--- src/rtl/rv64_pkg.sv ---
// Shared RV64 integer definitions: ALU select codes, opcodes
// and operand-source selectors used by issue and execute.
package rv64_pkg;

    typedef enum logic [4:0] {
        ALU_ADD  = 5'd0,
        ALU_SUB  = 5'd1,
        ALU_AND  = 5'd2,
        ALU_OR   = 5'd3,
        ALU_XOR  = 5'd4,
        ALU_SLT  = 5'd5,
        ALU_SLTU = 5'd6,
        ALU_SLL  = 5'd7,
        ALU_SRL  = 5'd8,
        ALU_SRA  = 5'd9,
        ALU_ADDW = 5'd10,
        ALU_SUBW = 5'd11,
        ALU_SLLW = 5'd12,
        ALU_SRLW = 5'd13,
        ALU_SRAW = 5'd14
    } alu_sel_e;

    typedef enum logic [1:0] {
        A_RS1,
        A_ZERO,
        A_PC
    } a_src_e;

    typedef enum logic {
        B_RS2,
        B_IMM
    } b_src_e;

    localparam logic [6:0] OP        = 7'b0110011;
    localparam logic [6:0] OP_IMM    = 7'b0010011;
    localparam logic [6:0] OP_32     = 7'b0111011;
    localparam logic [6:0] OP_IMM_32 = 7'b0011011;
    localparam logic [6:0] LUI       = 7'b0110111;
    localparam logic [6:0] AUIPC     = 7'b0010111;

    // Full-width OP/OP-IMM table; alt selects SUB/SRA
    function automatic alu_sel_e base_sel(
        input logic [2:0] f3,
        input logic       alt
    );
        alu_sel_e s;
        case (f3)
            3'b000:  s = alt ? ALU_SUB : ALU_ADD;
            3'b001:  s = ALU_SLL;
            3'b010:  s = ALU_SLT;
            3'b011:  s = ALU_SLTU;
            3'b100:  s = ALU_XOR;
            3'b101:  s = alt ? ALU_SRA : ALU_SRL;
            3'b110:  s = ALU_OR;
            default: s = ALU_AND;
        endcase
        return s;
    endfunction

endpackage

--- src/rtl/alu_issue_stage_decode.sv ---
// Opcode/funct to ALU control translation for the issue stage.
// Purely combinational; also reports which sources are read.
module alu_ctrl_decode
    import rv64_pkg::*;
(
    input  logic [6:0] opcode,
    input  logic [2:0] funct3,
    input  logic [6:0] funct7,
    output alu_sel_e   sel,
    output a_src_e     a_src,
    output b_src_e     b_src,
    output logic       rs1_used,
    output logic       rs2_used,
    output logic       illegal
);

    logic unused_funct7;
    assign unused_funct7 = ^{funct7[6], funct7[4:0]};

    always_comb begin
        sel      = ALU_ADD;
        a_src    = A_RS1;
        b_src    = B_IMM;
        rs1_used = 1'b1;
        rs2_used = 1'b0;
        illegal  = 1'b0;
        case (opcode)
            OP: begin
                sel      = base_sel(funct3, funct7[5]);
                b_src    = B_RS2;
                rs2_used = 1'b1;
            end
            OP_IMM: begin
                // Immediate form has no SUBI; alt only picks SRAI
                sel = base_sel(funct3, funct7[5] && (funct3 == 3'b101));
            end
            OP_32, OP_IMM_32: begin
                case (funct3)
                    3'b000: sel = (funct7[5] && opcode == OP_32)
                                  ? ALU_SUBW : ALU_ADDW;
                    3'b001: sel = ALU_SLLW;
                    3'b101: sel = funct7[5] ? ALU_SRAW : ALU_SRLW;
                    default: illegal = 1'b1;
                endcase
                if (opcode == OP_32 && !illegal) begin
                    b_src    = B_RS2;
                    rs2_used = 1'b1;
                end
            end
            LUI: begin
                a_src    = A_ZERO;
                rs1_used = 1'b0;
            end
            AUIPC: begin
                a_src    = A_PC;
                rs1_used = 1'b0;
            end
            default: illegal = 1'b1;
        endcase
    end

endmodule

--- src/rtl/alu_issue_stage.sv ---
// ID/EX issue stage: operand forwarding, load-use bubbles and
// a registered valid/ready output feeding the 64-bit ALU.
module alu_issue_stage
    import rv64_pkg::*;
#(
    parameter int XLEN  = 64,
    parameter int CNT_W = 32
) (
    input  logic             clk,
    input  logic             rst,
    input  logic             in_valid,
    output logic             in_ready,
    input  logic [XLEN-1:0]  in_pc,
    input  logic [4:0]       in_rs1_addr,
    input  logic [4:0]       in_rs2_addr,
    input  logic [4:0]       in_rd_addr,
    input  logic [XLEN-1:0]  in_rs1_data,
    input  logic [XLEN-1:0]  in_rs2_data,
    input  logic [XLEN-1:0]  in_imm,
    input  logic [6:0]       in_opcode,
    input  logic [2:0]       in_funct3,
    input  logic [6:0]       in_funct7,
    input  logic             ex_fwd_valid,
    input  logic [4:0]       ex_fwd_rd,
    input  logic [XLEN-1:0]  ex_fwd_data,
    input  logic             ex_fwd_is_load,
    input  logic             wb_fwd_valid,
    input  logic [4:0]       wb_fwd_rd,
    input  logic [XLEN-1:0]  wb_fwd_data,
    input  logic             flush,
    output logic             out_valid,
    input  logic             out_ready,
    output logic [XLEN-1:0]  alu_a,
    output logic [XLEN-1:0]  alu_b,
    output logic [4:0]       alu_sel,
    output logic [4:0]       out_rd_addr,
    output logic             out_illegal,
    output logic [CNT_W-1:0] bubble_count
);

    alu_sel_e dec_sel;
    a_src_e   dec_a_src;
    b_src_e   dec_b_src;
    logic     rs1_used;
    logic     rs2_used;
    logic     dec_illegal;

    alu_ctrl_decode u_dec (
        .opcode   (in_opcode),
        .funct3   (in_funct3),
        .funct7   (in_funct7),
        .sel      (dec_sel),
        .a_src    (dec_a_src),
        .b_src    (dec_b_src),
        .rs1_used (rs1_used),
        .rs2_used (rs2_used),
        .illegal  (dec_illegal)
    );

    logic             out_valid_q, out_valid_d;
    logic [XLEN-1:0]  alu_a_q, alu_a_d;
    logic [XLEN-1:0]  alu_b_q, alu_b_d;
    alu_sel_e         alu_sel_q, alu_sel_d;
    logic [4:0]       rd_q, rd_d;
    logic             illegal_q, illegal_d;
    logic [CNT_W-1:0] bubble_q, bubble_d;

    logic            ex_hit1, ex_hit2, wb_hit1, wb_hit2;
    logic            hazard, out_free, accept;
    logic [XLEN-1:0] rs1_val, rs2_val, op_a, op_b;

    assign ex_hit1 = ex_fwd_valid && (ex_fwd_rd == in_rs1_addr);
    assign ex_hit2 = ex_fwd_valid && (ex_fwd_rd == in_rs2_addr);
    assign wb_hit1 = wb_fwd_valid && (wb_fwd_rd == in_rs1_addr);
    assign wb_hit2 = wb_fwd_valid && (wb_fwd_rd == in_rs2_addr);

    assign hazard = in_valid && ex_fwd_valid && ex_fwd_is_load
                 && (ex_fwd_rd != 5'd0)
                 && ((rs1_used && ex_fwd_rd == in_rs1_addr)
                  || (rs2_used && ex_fwd_rd == in_rs2_addr));

    assign out_free = !out_valid_q || out_ready;
    assign in_ready = !hazard && out_free;
    assign accept   = in_valid && in_ready;

    // EX is younger than WB, so it wins; x0 always reads the RF value
    always_comb begin
        rs1_val = in_rs1_data;
        rs2_val = in_rs2_data;
        if (in_rs1_addr != 5'd0) begin
            if (ex_hit1)      rs1_val = ex_fwd_data;
            else if (wb_hit1) rs1_val = wb_fwd_data;
        end
        if (in_rs2_addr != 5'd0) begin
            if (ex_hit2)      rs2_val = ex_fwd_data;
            else if (wb_hit2) rs2_val = wb_fwd_data;
        end
        case (dec_a_src)
            A_ZERO:  op_a = '0;
            A_PC:    op_a = in_pc;
            default: op_a = rs1_val;
        endcase
        op_b = (dec_b_src == B_RS2) ? rs2_val : in_imm;
    end

    always_comb begin
        out_valid_d = out_valid_q;
        alu_a_d     = alu_a_q;
        alu_b_d     = alu_b_q;
        alu_sel_d   = alu_sel_q;
        rd_d        = rd_q;
        illegal_d   = illegal_q;
        bubble_d    = bubble_q;
        if (flush) begin
            out_valid_d = 1'b0;
        end else if (accept) begin
            out_valid_d = 1'b1;
            alu_a_d     = op_a;
            alu_b_d     = op_b;
            alu_sel_d   = dec_sel;
            rd_d        = in_rd_addr;
            illegal_d   = dec_illegal;
        end else if (out_free) begin
            out_valid_d = 1'b0;
        end
        if (hazard && out_free && bubble_q != '1)
            bubble_d = bubble_q + CNT_W'(1);
    end

    always_ff @(posedge clk) begin
        if (rst) begin
            out_valid_q <= 1'b0;
            alu_a_q     <= '0;
            alu_b_q     <= '0;
            alu_sel_q   <= ALU_ADD;
            rd_q        <= '0;
            illegal_q   <= 1'b0;
            bubble_q    <= '0;
        end else begin
            out_valid_q <= out_valid_d;
            alu_a_q     <= alu_a_d;
            alu_b_q     <= alu_b_d;
            alu_sel_q   <= alu_sel_d;
            rd_q        <= rd_d;
            illegal_q   <= illegal_d;
            bubble_q    <= bubble_d;
        end
    end

    assign out_valid    = out_valid_q;
    assign alu_a        = alu_a_q;
    assign alu_b        = alu_b_q;
    assign alu_sel      = alu_sel_q;
    assign out_rd_addr  = rd_q;
    assign out_illegal  = illegal_q;
    assign bubble_count = bubble_q;

endmodule

--- config.mk ---
export PLATFORM = sky130hd
export DESIGN_NAME = alu_issue_stage
export DESIGN_NICKNAME = d
export VERILOG_FILES = /design/src/rtl/rv64_pkg.sv /design/src/rtl/alu_issue_stage_decode.sv /design/src/rtl/alu_issue_stage.sv
export SDC_FILE = /design/constraint.sdc
export NUM_CORES = 1
export LEC_CHECK = 0
export ABC_AREA = 1
export CAP_MARGIN = 20
export CORE_AREA = 2 2 235 237
export DETAILED_ROUTE_END_ITERATION = 12
export DIE_AREA = 0 0 237 239
export PLACE_DENSITY = 0.58
export SYNTH_ARGS = -nofsm -noshare
export SYNTH_HDL_FRONTEND = slang
export SYNTH_HIERARCHICAL = 1
export SYNTH_SLANG_ARGS = --single-unit
--- constraint.sdc ---
create_clock -name clk -period 3 [get_ports clk]
set_input_delay 0.75 -clock clk [delete_from_list [all_inputs] [get_ports clk]]
set_output_delay 0.75 -clock clk [all_outputs]
set_load 0.02 [all_outputs]
Figure 1. Power grid.
Drawn at 1.5 px/um. Pins as bars on the die edge.
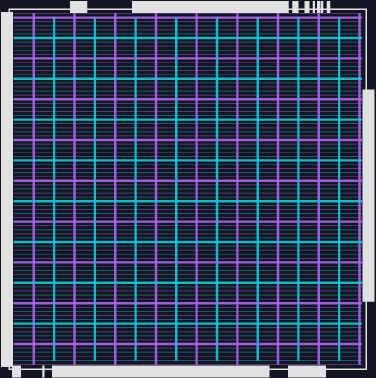
Cyan stands for VDD. Purple stands for VSS.
607 signal pins sit on the boundary. 17 straps on met4. 87 met1 rails follow the rows. 17 straps on met5. The core has 86 rows.
core area: 54,300 um^2
Die X-Extent: 237 um

Figure 2. Clock wiring as the flow saved it.
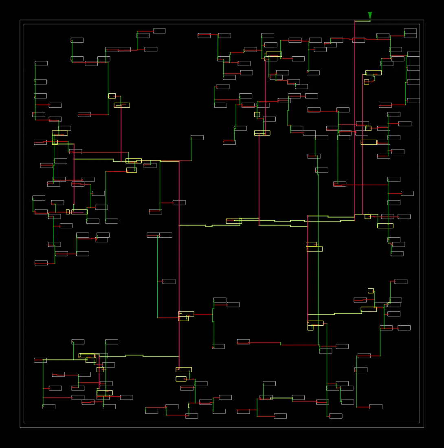
clk_skew: 0.0111 ns
registers: 172
total CTS buffers: 17

==> results.json <==
{
  "dieArea_um2": 56600,
  "maxSlewViolCount": 0,
  "cp-endpoint": "in_ready",
  "top_area_frac": 0.245,
  "crit_start": "in_funct3[0]",
  "synth_flops": 172,
  "clock_path_buffers": 2,
  "rsz0062_at_grt": "false",
  "seqPwrFrac": 0.332,
  "cts_setup_buffers": 0,
  "common_cells": "976 x nand2_1, 402 x nor2_1, 385 x inv_1",
  "synth.net_count": 3279,
  "wl_per_cell_um": 20.3,
  "ctsHoldBuffers": 0,
  "min_from": "alu_sel[4]",
  "hold_violations": 0,
  "placed_cell_area_um2": 23000,
  "layout_top_cell": "nand2_1",
  "power_switching_mw": 2.72,
  "setup_ws_ns": 0.112,
  "tns_ns": 0,
  "antenna_found_initial": 33,
  "status": "completed",
  "critPathKind": "input pin to output port",
  "maxCapViolCount": 0,
  "r2r-start": "bubble_count[0]",
  "row_count": 86,
  "yosys_area_um2": 14900,
  "htreeDepth": 4,
  "final_area_um2": 23700,
  "p_leak_nw": 11.5,
  "vias": 20064,
  "root_buffer": "clkbuf_16",
  "crit_fanout": 3,
  "cts_resized": 4,
  "swShare": 0.364,
  "area_growth_pct": 58.7,
  "synth.cellmix.compoundShare": 0.0534,
  "routed_wl_um": 84700,
  "yosys-top-cells-area": "nand2_1 25%, dfxtp_1 23%, nor2_1 10%, inv_1 9.7%, nand3_1 9.1%",
  "worst_pin_slew_ns": 0.781,
  "yosys.area_share.simple": 0.542,
  "grt_pass1_vias": 18866,
  "hold_depth": 2,
  "gp_congestion": 0.911,
  "dp_slack_ns": -0.420
}
Figure 3. Clock wires, drivers and flops.
Drawn at 1 px/um.
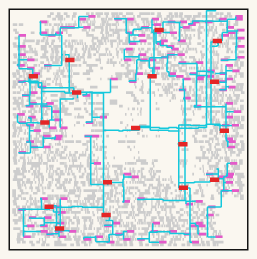
Magenta stands for flip-flops, count 172. Red stands for clock drivers, count 17. Cyan stands for clock wires, length 3,420 um.
Position of the flops: widely spread. There are 18 routed clock nets.
Clock Latency Late Sink: 0.51 ns
P_clk: 2.41 mW

Figure 4. Wiring by layer.
Drawn at 2 px/um.
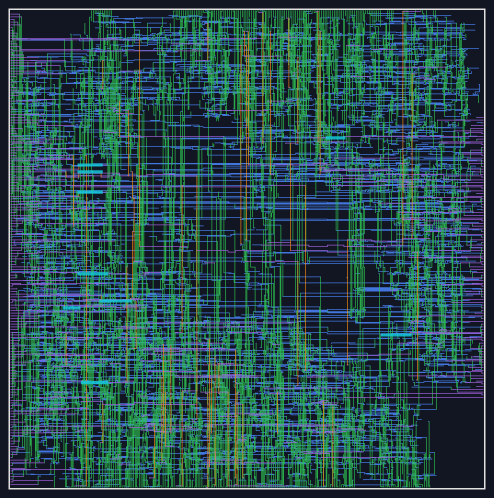
Green stands for metal 2, wire length 40.5 mm. Cyan stands for metal 5, wire length 103 um. Blue stands for metal 1, wire length 34.9 mm. Purple stands for metal 3, wire length 6,470 um. Orange stands for metal 4, wire length 2,700 um.

==> final cells by class <==
type	count	area (um^2)	area share
antenna	25	62.6	0.00264
clock buffer	17	425	0.0179
clock inverter	15	169	0.00713
inverter	401	1510	0.0639
multi-input combinational	2075	9200	0.388
sequential	172	3440	0.145
tap	704	881	0.0372
timing repair buffer	765	8000	0.338
==> per-stage QoR <==
step	total power [mW]	hold slack (ns)	instances	utilization
after global routing	7.85	0.489	4168	0.436
after detailed placement	5.13	0.456	4117	0.423
after floorplan	3.63	0.540	2843	-
final	7.49	0.467	4174	0.436
after global placement	5.13	0.453	4117	0.423
after CTS	7.56	0.469	4149	0.434
==> layer usage <==
layer	GRT usage	up-vias	routed length, um
met1	0.355	9077	34900
met5	0	-	103
li1	-	10079	-
met2	0.500	757	40500
met3	0.0676	133	6470
met4	0.125	18	2700
Power figures rest on the tool's default switching activity, not on a simulated workload.
